Clock wiring as the flow saved it:
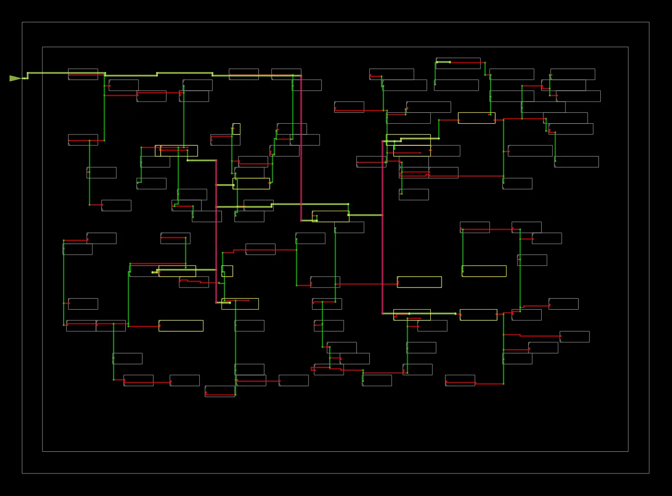
Met1 routing:
Supply wires on this layer in gray. Cells faint in the background.
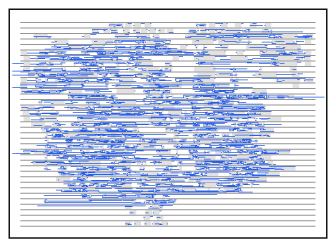
Clock wires, drivers and flops:
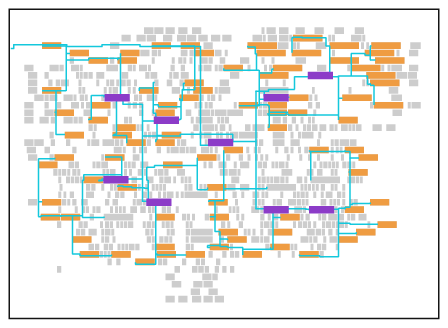
### src/rtl/regf_pkg.sv
// Shared definitions for the register-file read path: data/address widths
// that must agree with DualPortRegFile, and the burst reader state encoding.
package regf_pkg;

  localparam int REGF_WIDTH = 8;
  localparam int REGF_ADDR  = 15;

  typedef enum logic [1:0] {
    IDLE,
    FETCH,
    DRAIN,
    FIN
  } state_t;

endpackage

### src/rtl/regf_rd_skid_fifo.sv
// Two-entry FIFO that buffers register-file read data for the burst reader.
// The head entry is presented continuously; flush empties it in one cycle.
module regf_rd_skid_fifo #(
  parameter int WIDTH = 8
) (
  input  logic             clk,
  input  logic             reset,
  input  logic             flush,
  input  logic             push,
  input  logic [WIDTH-1:0] push_data,
  input  logic             pop,
  output logic [WIDTH-1:0] head_data,
  output logic             head_valid,
  output logic [1:0]       count
);

  logic [WIDTH-1:0] mem [2];
  logic             wr_ptr;
  logic             rd_ptr;
  logic [1:0]       count_q;
  logic             do_push;
  logic             do_pop;

  // Refuse pushes into a full FIFO unless a slot frees in the same cycle.
  always_comb begin
    do_pop  = pop && (count_q != 2'd0);
    do_push = push && ((count_q != 2'd2) || do_pop);
  end

  // Storage, pointers and occupancy; push and pop together keep the count.
  always_ff @(posedge clk) begin
    if (reset) begin
      for (int i = 0; i < 2; i++) mem[i] <= '0;
      wr_ptr  <= 1'b0;
      rd_ptr  <= 1'b0;
      count_q <= 2'd0;
    end else if (flush) begin
      wr_ptr  <= 1'b0;
      rd_ptr  <= 1'b0;
      count_q <= 2'd0;
    end else begin
      if (do_push) begin
        mem[wr_ptr] <= push_data;
        wr_ptr      <= ~wr_ptr;
      end
      if (do_pop) rd_ptr <= ~rd_ptr;
      case ({do_push, do_pop})
        2'b10:   count_q <= count_q + 2'd1;
        2'b01:   count_q <= count_q - 2'd1;
        default: count_q <= count_q;
      endcase
    end
  end

  assign head_data  = mem[rd_ptr];
  assign head_valid = (count_q != 2'd0);
  assign count      = count_q;

endmodule

### src/rtl/regf_burst_reader.sv
// Burst read client of the configuration register file. Issues sequential
// reads, buffers the registered read data in a 2-entry FIFO and streams the
// bytes out on a valid/ready interface with full backpressure.
// Optional abort support is enabled by defining REGF_BURST_READER_ABORT_EN.
module regf_burst_reader
  import regf_pkg::*;
#(
  parameter int WIDTH = REGF_WIDTH,
  parameter int ADDR  = REGF_ADDR,
  parameter int CNT_W = 16
) (
  input  logic             clk,
  input  logic             reset,
  input  logic             start,
  input  logic [ADDR-1:0]  start_addr,
  input  logic [CNT_W-1:0] byte_count,
  output logic             busy,
  output logic             done,
  output logic             regf_rd_en,
  output logic [ADDR-1:0]  regf_rd_addr,
  input  logic [WIDTH-1:0] regf_data_out,
  output logic [WIDTH-1:0] m_data,
  output logic             m_valid,
  input  logic             m_ready
`ifdef REGF_BURST_READER_ABORT_EN
  ,
  input  logic             abort,
  output logic             aborted
`endif
);

  state_t           state_q, state_d;
  logic [ADDR-1:0]  addr_q;
  logic [CNT_W-1:0] cnt_q;
  logic [CNT_W-1:0] issue_cnt;
  logic [CNT_W-1:0] out_cnt;
  logic             inflight_q;
  logic             issue;
  logic             pop;
  logic             abort_hit;
  logic             credit_ok;
  logic [2:0]       occupancy;
  logic [1:0]       fifo_count;
  logic             head_valid;
  logic [WIDTH-1:0] head_data;

`ifdef REGF_BURST_READER_ABORT_EN
  logic aborted_q;
  assign abort_hit = abort && ((state_q == FETCH) || (state_q == DRAIN));
  assign aborted   = (state_q == FIN) && aborted_q;
`else
  assign abort_hit = 1'b0;
`endif

  assign pop = head_valid && m_ready;

  // A read may only go out if its returning byte is sure to have a slot;
  // a head popped this cycle already counts as a free slot.
  always_comb begin
    occupancy = {1'b0, fifo_count} + {2'b00, inflight_q} - {2'b00, pop};
    credit_ok = (occupancy < 3'd2);
  end

  // Next-state, read issue and status outputs.
  always_comb begin
    state_d = state_q;
    issue   = 1'b0;
    busy    = 1'b0;
    done    = 1'b0;
    case (state_q)
      IDLE: begin
        if (start) state_d = (byte_count == '0) ? FIN : FETCH;
      end
      FETCH: begin
        busy = 1'b1;
        if (abort_hit) begin
          state_d = FIN;
        end else if (credit_ok) begin
          issue = 1'b1;
          if ((issue_cnt + CNT_W'(1)) == cnt_q) state_d = DRAIN;
        end
      end
      DRAIN: begin
        busy = 1'b1;
        if (abort_hit) state_d = FIN;
        else if (!inflight_q && ((out_cnt + CNT_W'(pop)) == cnt_q)) state_d = FIN;
      end
      FIN: begin
        done    = 1'b1;
        state_d = IDLE;
      end
      default: state_d = IDLE;
    endcase
  end

  // State register, address pointer, counters and the in-flight read flag.
  always_ff @(posedge clk) begin
    if (reset) begin
      state_q    <= IDLE;
      addr_q     <= '0;
      cnt_q      <= '0;
      issue_cnt  <= '0;
      out_cnt    <= '0;
      inflight_q <= 1'b0;
    end else begin
      state_q    <= state_d;
      inflight_q <= issue;
      if ((state_q == IDLE) && start && (byte_count != '0)) begin
        addr_q    <= start_addr;
        cnt_q     <= byte_count;
        issue_cnt <= '0;
        out_cnt   <= '0;
      end else begin
        if (issue) begin
          addr_q    <= addr_q + ADDR'(1);
          issue_cnt <= issue_cnt + CNT_W'(1);
        end
        if (pop) out_cnt <= out_cnt + CNT_W'(1);
      end
    end
  end

`ifdef REGF_BURST_READER_ABORT_EN
  // Remember that the current burst was cut short so FIN can flag it.
  always_ff @(posedge clk) begin
    if (reset) aborted_q <= 1'b0;
    else if (abort_hit) aborted_q <= 1'b1;
    else if (state_q == FIN) aborted_q <= 1'b0;
  end
`endif

  regf_rd_skid_fifo #(
    .WIDTH(WIDTH)
  ) u_fifo (
    .clk       (clk),
    .reset     (reset),
    .flush     (abort_hit),
    .push      (inflight_q && !abort_hit),
    .push_data (regf_data_out),
    .pop       (pop),
    .head_data (head_data),
    .head_valid(head_valid),
    .count     (fifo_count)
  );

  assign regf_rd_en   = issue;
  assign regf_rd_addr = addr_q;
  assign m_valid      = head_valid;
  assign m_data       = head_data;

endmodule
### config.mk
export PLATFORM = sky130hd
export DESIGN_NAME = regf_burst_reader
export DESIGN_NICKNAME = d
export VERILOG_FILES = /design/src/rtl/regf_pkg.sv /design/src/rtl/regf_rd_skid_fifo.sv /design/src/rtl/regf_burst_reader.sv
export SDC_FILE = /design/constraint.sdc
export NUM_CORES = 1
export LEC_CHECK = 0
export ABC_AREA = 1
export CAP_MARGIN = 20
export CORE_ASPECT_RATIO = 0.7
export CORE_MARGIN = 5
export CORE_UTILIZATION = 34
export CTS_CLUSTER_SIZE = 24
export DETAILED_ROUTE_END_ITERATION = 6
export SKIP_CTS_REPAIR_TIMING = 1
export SYNTH_ARGS = -nofsm -noshare
export SYNTH_HDL_FRONTEND = slang
export SYNTH_SLANG_ARGS = --single-unit
### constraint.sdc
create_clock -name clk -period 6 [get_ports clk]
set_input_delay 1.2 -clock clk [delete_from_list [all_inputs] [get_ports clk]]
set_output_delay 1.2 -clock clk [all_outputs]
set_load 0.01 [all_outputs]
==> impl_metrics.json <==
{
  "clockBufferDepth": 2,
  "gr-total-overflow": 0,
  "grt_pass1_vias": 4312,
  "yosys.cell_count.top_type": "nand2_1",
  "drt-initial-drc-count": 320,
  "design_area_um2": 6320,
  "antenna_found_initial": 0,
  "hold_viol": 0,
  "drive_above_1_share_pct": 7.16,
  "common_cells": "nand2_1 (162), nor2_1 (79), inv_1 (73)",
  "power.density_nw_per_um2": 368,
  "yosysSeqAreaShare_pct": 37.4,
  "grt_first_pass_wirelength_um": 22000,
  "vias_per_cell": 4.80,
  "cp_max_fo": 9,
  "yosys_warnings": 0,
  "p_leak_nw": 2.47,
  "fp-utilization_pct": 34.6,
  "grt_max_degree": 55,
  "status": "finished clean",
  "area_growth_pct": 24.5,
  "flop_cell": "dfxtp_1",
  "async_flop_share_pct": 0,
  "die_y_um": 112,
  "place_area_um2": 5960,
  "dpl.hpwl_um": 10100,
  "log.warning_count": 30,
  "dr.pass1.iters": 5,
  "xor_share_pct": 7.56,
  "ys_cells": 712,
  "cts.clk_slew.worst_paths_ns": 0.06,
  "synth_flops": 87,
  "ant_nets": 0,
  "setup_violations": 0,
  "syn_inst": 712,
  "synthAdderAreaFrac_pct": 3.10,
  "worstSetupStartpointType": "input pin",
  "avgRoutedWirePerCell_um": 13.6,
  "place_congestion": 0.844,
  "vdd_drop_max_uv": 173,
  "final.setup.tns_ns": 0,
  "edf_count": 16,
  "muxShareOfSynthArea_pct": 1.77,
  "nNetsFinal": 832,
  "ctsHtreeMaxLevel": 3,
  "die_area_um2": 17500,
  "maxSlewHeadroom_pct": 48.2,
  "worstPathArrival_ns": 4.11,
  "ys_area_um2": 5080,
  "synthSimpleGateAreaFrac_pct": 29.5,
  "cts_root_buf": "clkbuf_16"
}
About 'clock wiring as the flow saved it':
clock sinks: 87
cts bufs inserted: 9
Flop Count: 87
Power Clock: 0.685 mW

About 'met1 routing':
The wires run mostly horizontal. 773 nets have wire on it. The layer carries 7010 um of wire. The longest straight run is 53.4 um. The layer holds 53% of the routed length.
DR vias: 4689
final wirelength: 13300 um
met1 Use GR: 24.1%

About 'clock wires, drivers and flops':
Key: clock-net drivers = purple [count 9]; clock wires = cyan [length 1240 um]; flip-flops = orange [count 87]
There are 10 routed clock nets. Position of the flops: all over the die.
Clock Skews: 0.00787 ns
Clock Power Share: 29.5%
clock latency on the worst-skew pair: 0.34 ns

[path summary, 6_finish.rpt]
kind              startpoint          endpoint  slack [ns]  cells past startpoint
min            u_fifo.rd_ptr     u_fifo.rd_ptr        0.48                      1
max reg2reg  u_fifo.count[1]  regf_rd_addr[13]        2.21                     16
max                  m_ready        regf_rd_en        0.69                     10
min reg2reg    u_fifo.rd_ptr     u_fifo.rd_ptr        0.48                      1
[where the power goes]
group	total, mW	switching (mW)	leakage [nW]	internal (mW)
logic	0.790	0.437	1.55	0.353
clock network	0.685	0.237	0.173	0.449
registers	0.851	0.137	0.746	0.713
total	2.33	0.811	2.47	1.51
[logic make-up after synthesis]
kind of cell    Yosys count
compound gates          124
buf+inv                  99
mux                       8
flops                    87
fa+ha+maj                12
xor+xnor                 39
simple gates            343
[sequential cells by signal, summed over array words and instances, names as in the netlist, named ones only]
register,flops
cnt_q,16
issue_cnt,16
out_cnt,16
u_fifo.mem,16
regf_rd_addr,15
state_q,2
u_fifo.count,2
inflight_q,1
u_fifo.rd_ptr,1
u_fifo.wr_ptr,1
[layer usage]
metal | global-route usage [%] | part of all wire, % | vias to the layer above
met5 | 0 | 0 | -
li1 | - | - | 2480
met1 | 24.1 | 53 | 2079
met3 | 3.31 | 6.3 | 12
met2 | 21.6 | 40 | 118
met4 | 3.27 | 1.0 | 0
[cell usage in the layout (no fill, tap or decap), types with 13 or more instances in the layout]
cell type        instances
nand2_1                162
xor2_1                  27
a21oi_1                 52
nand3_1                 53
edfxtp_1                16
clkdlybuf4s50_1         69
inv_1                   73
nor2_1                  79
nand4_1                 13
o21ai_0                 49
dfxtp_1                 71
[area by class of cell]
| class | instances | area [um2] |
|---|---|---|
| fill | 1505 | 8350 |
| multi-input combinational | 526 | 2800 |
| sequential | 87 | 1900 |
| timing repair buffer | 71 | 706 |
| inverter | 82 | 308 |
| tap | 195 | 244 |
| clock buffer | 10 | 229 |
| clock inverter | 6 | 133 |
[per-stage QoR]
| step | util, % | std cells | hold WS (ns) | power (mW) | setup slack, ns |
|---|---|---|---|---|---|
| after floorplan | - | 712 | 0.426 | 1.36 | 1.33 |
| after global placement | 40.6 | 961 | 0.440 | 1.65 | 0.715 |
| after detailed placement | 40.6 | 961 | 0.441 | 1.65 | 0.714 |
| after CTS | 43.1 | 977 | 0.465 | 2.35 | 0.690 |
| after global routing | 43.1 | 977 | 0.500 | 2.48 | 0.483 |
| final | 43.1 | 977 | 0.475 | 2.33 | 0.691 |
[critical path, cell delays in order]
cell,delay (ns)
clkdlybuf4s50_1,0.44
nand2_2,0.18
clkinv_1,0.25
ha_1,0.33
or2_2,0.30
fa_1,0.38
xnor2_1,0.15
nand2_1,0.09
nor2_2,0.20
clkdlybuf4s50_1,0.58
No activity file was given, so power comes from the tool's default toggle rates.
